<file path="src/rtl/hazard_control_unit.sv">
// Pipeline hazard controller: load-use stalls, taken-branch flushes and
// multi-cycle EX holds, plus saturating stall/flush performance counters.
module hazard_control_unit #(
    parameter int MC_LATENCY  = 4,
    parameter int COUNT_WIDTH = 16
) (
    input  logic                   Clock,
    input  logic                   Reset_n,
    input  logic                   ID_EX_MemRead,
    input  logic [4:0]             ID_EX_RegisterRt,
    input  logic [4:0]             IF_ID_RegisterRs,
    input  logic [4:0]             IF_ID_RegisterRt,
    input  logic                   IF_ID_UsesRt,
    input  logic                   BranchTaken,
    input  logic                   MCStart,
    output logic [1:0]             IF_ID_Signal,
    output logic                   PCWrite,
    output logic                   ID_EX_Flush,
    output logic                   EX_Hold,
    output logic                   MCBusy,
    output logic [COUNT_WIDTH-1:0] StallCycles,
    output logic [COUNT_WIDTH-1:0] FlushCount
);

    localparam logic [1:0] SIG_ADVANCE = 2'd0;
    localparam logic [1:0] SIG_STALL   = 2'd1;
    localparam logic [1:0] SIG_FLUSH   = 2'd2;

    // The MCStart cycle is the first stall cycle, so MC_BUSY lasts MC_LATENCY-2 cycles.
    localparam logic [7:0] CNT_LOAD    = 8'(MC_LATENCY - 2);
    localparam bit         NEEDS_BUSY  = (MC_LATENCY > 2);

    typedef enum logic {RUN, MC_BUSY} state_t;

    state_t                 state_reg, state_next;
    logic [7:0]             cnt_reg, cnt_next;
    logic [COUNT_WIDTH-1:0] stall_cycles_reg, flush_count_reg;
    logic                   load_use;

    assign load_use = ID_EX_MemRead && (ID_EX_RegisterRt != 5'd0) &&
                      ((ID_EX_RegisterRt == IF_ID_RegisterRs) ||
                       (IF_ID_UsesRt && (ID_EX_RegisterRt == IF_ID_RegisterRt)));

    always_ff @(posedge Clock or negedge Reset_n) begin
        if (!Reset_n) begin
            state_reg <= RUN;
            cnt_reg   <= 8'd0;
        end else begin
            state_reg <= state_next;
            cnt_reg   <= cnt_next;
        end
    end

    always_comb begin
        state_next = state_reg;
        cnt_next   = cnt_reg;
        case (state_reg)
            RUN: begin
                if (!BranchTaken && MCStart) begin
                    cnt_next   = CNT_LOAD;
                    state_next = NEEDS_BUSY ? MC_BUSY : RUN;
                end
            end
            MC_BUSY: begin
                if (cnt_reg == 8'd1) begin
                    state_next = RUN;
                end else begin
                    cnt_next = cnt_reg - 8'd1;
                end
            end
            default: state_next = RUN;
        endcase
    end

    always_comb begin
        IF_ID_Signal = SIG_ADVANCE;
        PCWrite      = 1'b1;
        ID_EX_Flush  = 1'b0;
        EX_Hold      = 1'b0;
        MCBusy       = 1'b0;
        if (!Reset_n) begin
            // Hold the pipeline empty for as long as reset is asserted.
            IF_ID_Signal = SIG_FLUSH;
            PCWrite      = 1'b0;
            ID_EX_Flush  = 1'b1;
        end else if (state_reg == MC_BUSY) begin
            IF_ID_Signal = SIG_STALL;
            PCWrite      = 1'b0;
            EX_Hold      = 1'b1;
            MCBusy       = 1'b1;
        end else if (BranchTaken) begin
            IF_ID_Signal = SIG_FLUSH;
            ID_EX_Flush  = 1'b1;
        end else if (MCStart) begin
            IF_ID_Signal = SIG_STALL;
            PCWrite      = 1'b0;
            EX_Hold      = 1'b1;
        end else if (load_use) begin
            IF_ID_Signal = SIG_STALL;
            PCWrite      = 1'b0;
            ID_EX_Flush  = 1'b1;
        end
    end

    always_ff @(posedge Clock or negedge Reset_n) begin
        if (!Reset_n) begin
            stall_cycles_reg <= '0;
            flush_count_reg  <= '0;
        end else begin
            if ((IF_ID_Signal == SIG_STALL) && (stall_cycles_reg != '1)) begin
                stall_cycles_reg <= stall_cycles_reg + 1'b1;
            end
            if ((IF_ID_Signal == SIG_FLUSH) && (flush_count_reg != '1)) begin
                flush_count_reg <= flush_count_reg + 1'b1;
            end
        end
    end

    assign StallCycles = stall_cycles_reg;
    assign FlushCount  = flush_count_reg;

endmodule

</file>
<file path="config.mk">
export PLATFORM = sky130hd
export DESIGN_NAME = hazard_control_unit
export DESIGN_NICKNAME = d
export VERILOG_FILES = /design/src/rtl/hazard_control_unit.sv
export SDC_FILE = /design/constraint.sdc
export NUM_CORES = 1
export LEC_CHECK = 0
export CORE_ASPECT_RATIO = 1.25
export CORE_MARGIN = 1.5
export CORE_UTILIZATION = 48
export CTS_CLUSTER_DIAMETER = 150
export DETAILED_ROUTE_END_ITERATION = 6
export PLACE_DENSITY = 0.89
export SYNTH_ARGS = -nofsm -noshare
export SYNTH_HDL_FRONTEND = slang
export SYNTH_SLANG_ARGS = --single-unit
</file>
<file path="constraint.sdc">
create_clock -name Clock -period 2.8 [get_ports Clock]
set_clock_uncertainty 0.05 [all_clocks]
set_input_delay 0.28 -clock Clock [delete_from_list [all_inputs] [get_ports Clock]]
set_output_delay 0.28 -clock Clock [all_outputs]
set_load 0.01 [all_outputs]
</file>
Fig. 1: signal wires on met3
Drawn at 4 px/um. Cells faint in the background.
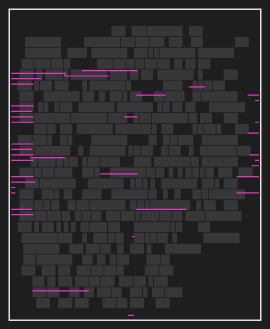
The longest straight run is 13.8 um. The layer holds 4.3% of the routed length. The wires run mostly horizontal. 31 nets have wire on it. The layer carries 195 um of wire.

Fig. 2: cells by drive strength
Drawn at 4 px/um.
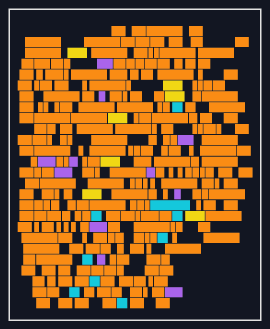
Key: drive 3 to 4 = cyan [cells 9, most used buf_4]; drive 6 and up = yellow [cells 7, most used clkbuf_8]; drive 2 = purple [cells 11, most used or2_2]; drive 1 or less = orange [cells 255, most used clkdlybuf4s50_1]

Fig. 3: placement view
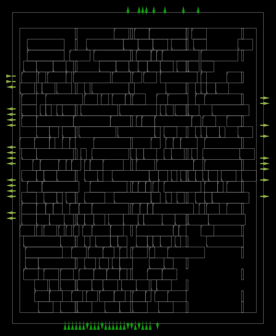
Filler cells: 334
non-filler cells, final: 338

==> impl_metrics.env <==
# implementation run metrics
export IMPL_yosys_area_um2=2120
export IMPL_synth_distinct_cells=37
export IMPL_numCtsBuffers=5
export IMPL_drt_first_pass_iters=4
export IMPL_finalMaxSlewViolations=0
export IMPL_ys_sh_simple_pct=20.5
export IMPL_insertion_delay_ps=290
export IMPL_via_per_inst=5.13
export IMPL_clk_pin_slew_ps=70
export IMPL_synth_nets=233
export IMPL_initCoreUtil_pct=51.0
export IMPL_h_tree_depth=2
export IMPL_status="complete, no violations"
export IMPL_rsz0062_at_grt="false"
export IMPL_met3_length_um=194
export IMPL_final_setup_viol_count=0
export IMPL_io_pins=59
export IMPL_num_tap_cells=56
export IMPL_cp_required_ps=2470
export IMPL_grt_overflow_total=0
export IMPL_grt_max_degree=39
export IMPL_buffer_area_share_pct=22.0
export IMPL_tightest_slew_ps=515
export IMPL_die_h_um=77.4
export IMPL_synthXorXnorAreaFrac_pct=17.7
export IMPL_synth_warning_count=0
export IMPL_hpwl_um=3420
export IMPL_crit_path_end_kind="primary output"
export IMPL_regToRegSetupSlack_ps=630
export IMPL_clkSinkCount=41
export IMPL_r2r_worst_path_cells=7
export IMPL_hp_class="in2async"
export IMPL_cts_resized=1
export IMPL_routed_wl_um=4520
export IMPL_cts_tree="yes"
export IMPL_port_buffers=58
export IMPL_post_route_min_period_ps=2610
export IMPL_dr_wl_met2_um=2330
export IMPL_die_w_um=62.5
export IMPL_warnings=27
export IMPL_fin_crit_sh_pct=93.1
export IMPL_setup_ws_ps=194
Fig. 4: placed cells, one color a class
Drawn at 6 px/um.
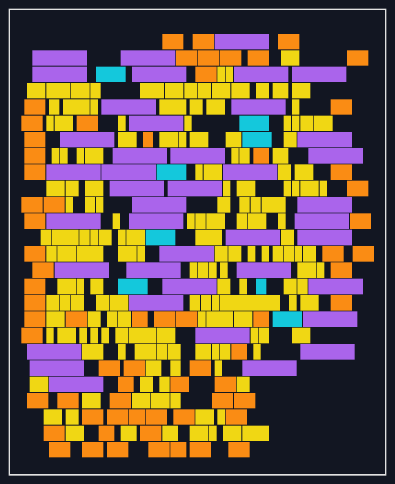
Key: all other logic = yellow [cells 166, share of their area 38%]; flip-flops = purple [cells 41, share of their area 36%]; other buffers and delay cells = orange [cells 67, share of their area 22%]; clock drivers and dummy loads = cyan [cells 8, share of their area 3.5%]
flop share of the area: 35.0%
# rows: 26
post-route cell area: 2930 um2

Fig. 5: sequential cells colored by netlist name
Drawn at 4 px/um. Other sequential cells in the stronger gray, the rest of the logic in the fainter gray.
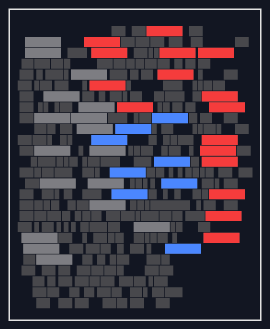
Key: FlushCount = red [flops 16]; cnt_reg = blue [flops 8, where center]
Another 17 sequential cells are not colored.
final core occ: 70.5%
seq pwr: 0.976 mW
Reg area: 1030 um2

## cell usage in the layout, fill, tap and decap left out, drive strengths merged, types with 8 or more instances in the layout
cell	synthesis	routed
xor2	15	15
dfrtp	41	41
clkdlybuf4s50	0	56
nand2	18	18
nand4	9	9
xnor2	28	28
buf	1	9
inv	14	14
nor2	18	18
nor3	8	8
## critical path, stage by stage
cell	delay, ps
clkdlybuf4s50_1	420
or4_1	540
or2_2	300
a41o_1	250
clkdlybuf4s50_1	480
## per-layer routing
metal	track usage [%]	vias to the layer above
met5	0	-
li1	-	856
met4	7.11	0
met2	35.7	40
met3	4.49	7
met1	24.3	832
## how the worst min path moves through the flow
stage / from / end / slack (ps) / cells past startpoint
finish: Reset_n / state_reg / 320 / 2
global route: Reset_n / cnt_reg[6] / 320 / 2
CTS: Reset_n / state_reg / 310 / 2
detailed placement: Reset_n / cnt_reg[6] / 80 / 1
global placement: Reset_n / state_reg / 80 / 1
floorplan: Reset_n / FlushCount[0] / -70 / 0
## power groups by stage
stage / Clock [mW] / Sequential [mW] / Combinational, mW
global placement: 0 / 0.972 / 0.801
global route: 0.456 / 1.01 / 0.915
detailed placement: 0 / 0.978 / 0.831
finish: 0.419 / 0.976 / 0.823
CTS: 0.431 / 0.972 / 0.833
floorplan: 0 / 0.989 / 0.415
## cell usage after synthesis (all sizes together)
master  instances
nor4            6
a21boi          1
o21ai           5
o211ai          1
and2            1
o41ai           1
buf             1
a21oi           5
or4             2
nor2b           1
a22oi           1
and3            3
inv            14
o21a            1
nand3           7
nand3b          1
xnor2          28
nand2b          1
or2             3
o22ai           1
nor2           18
dfrtp          41
nand4           9
nand2          18
mux2i           1
or3             4
xor2           15
nor3b           2
nor3            8
a31oi           1
mux2            2
a41o            1
ha              4
Power and IR drop assume default switching activity.
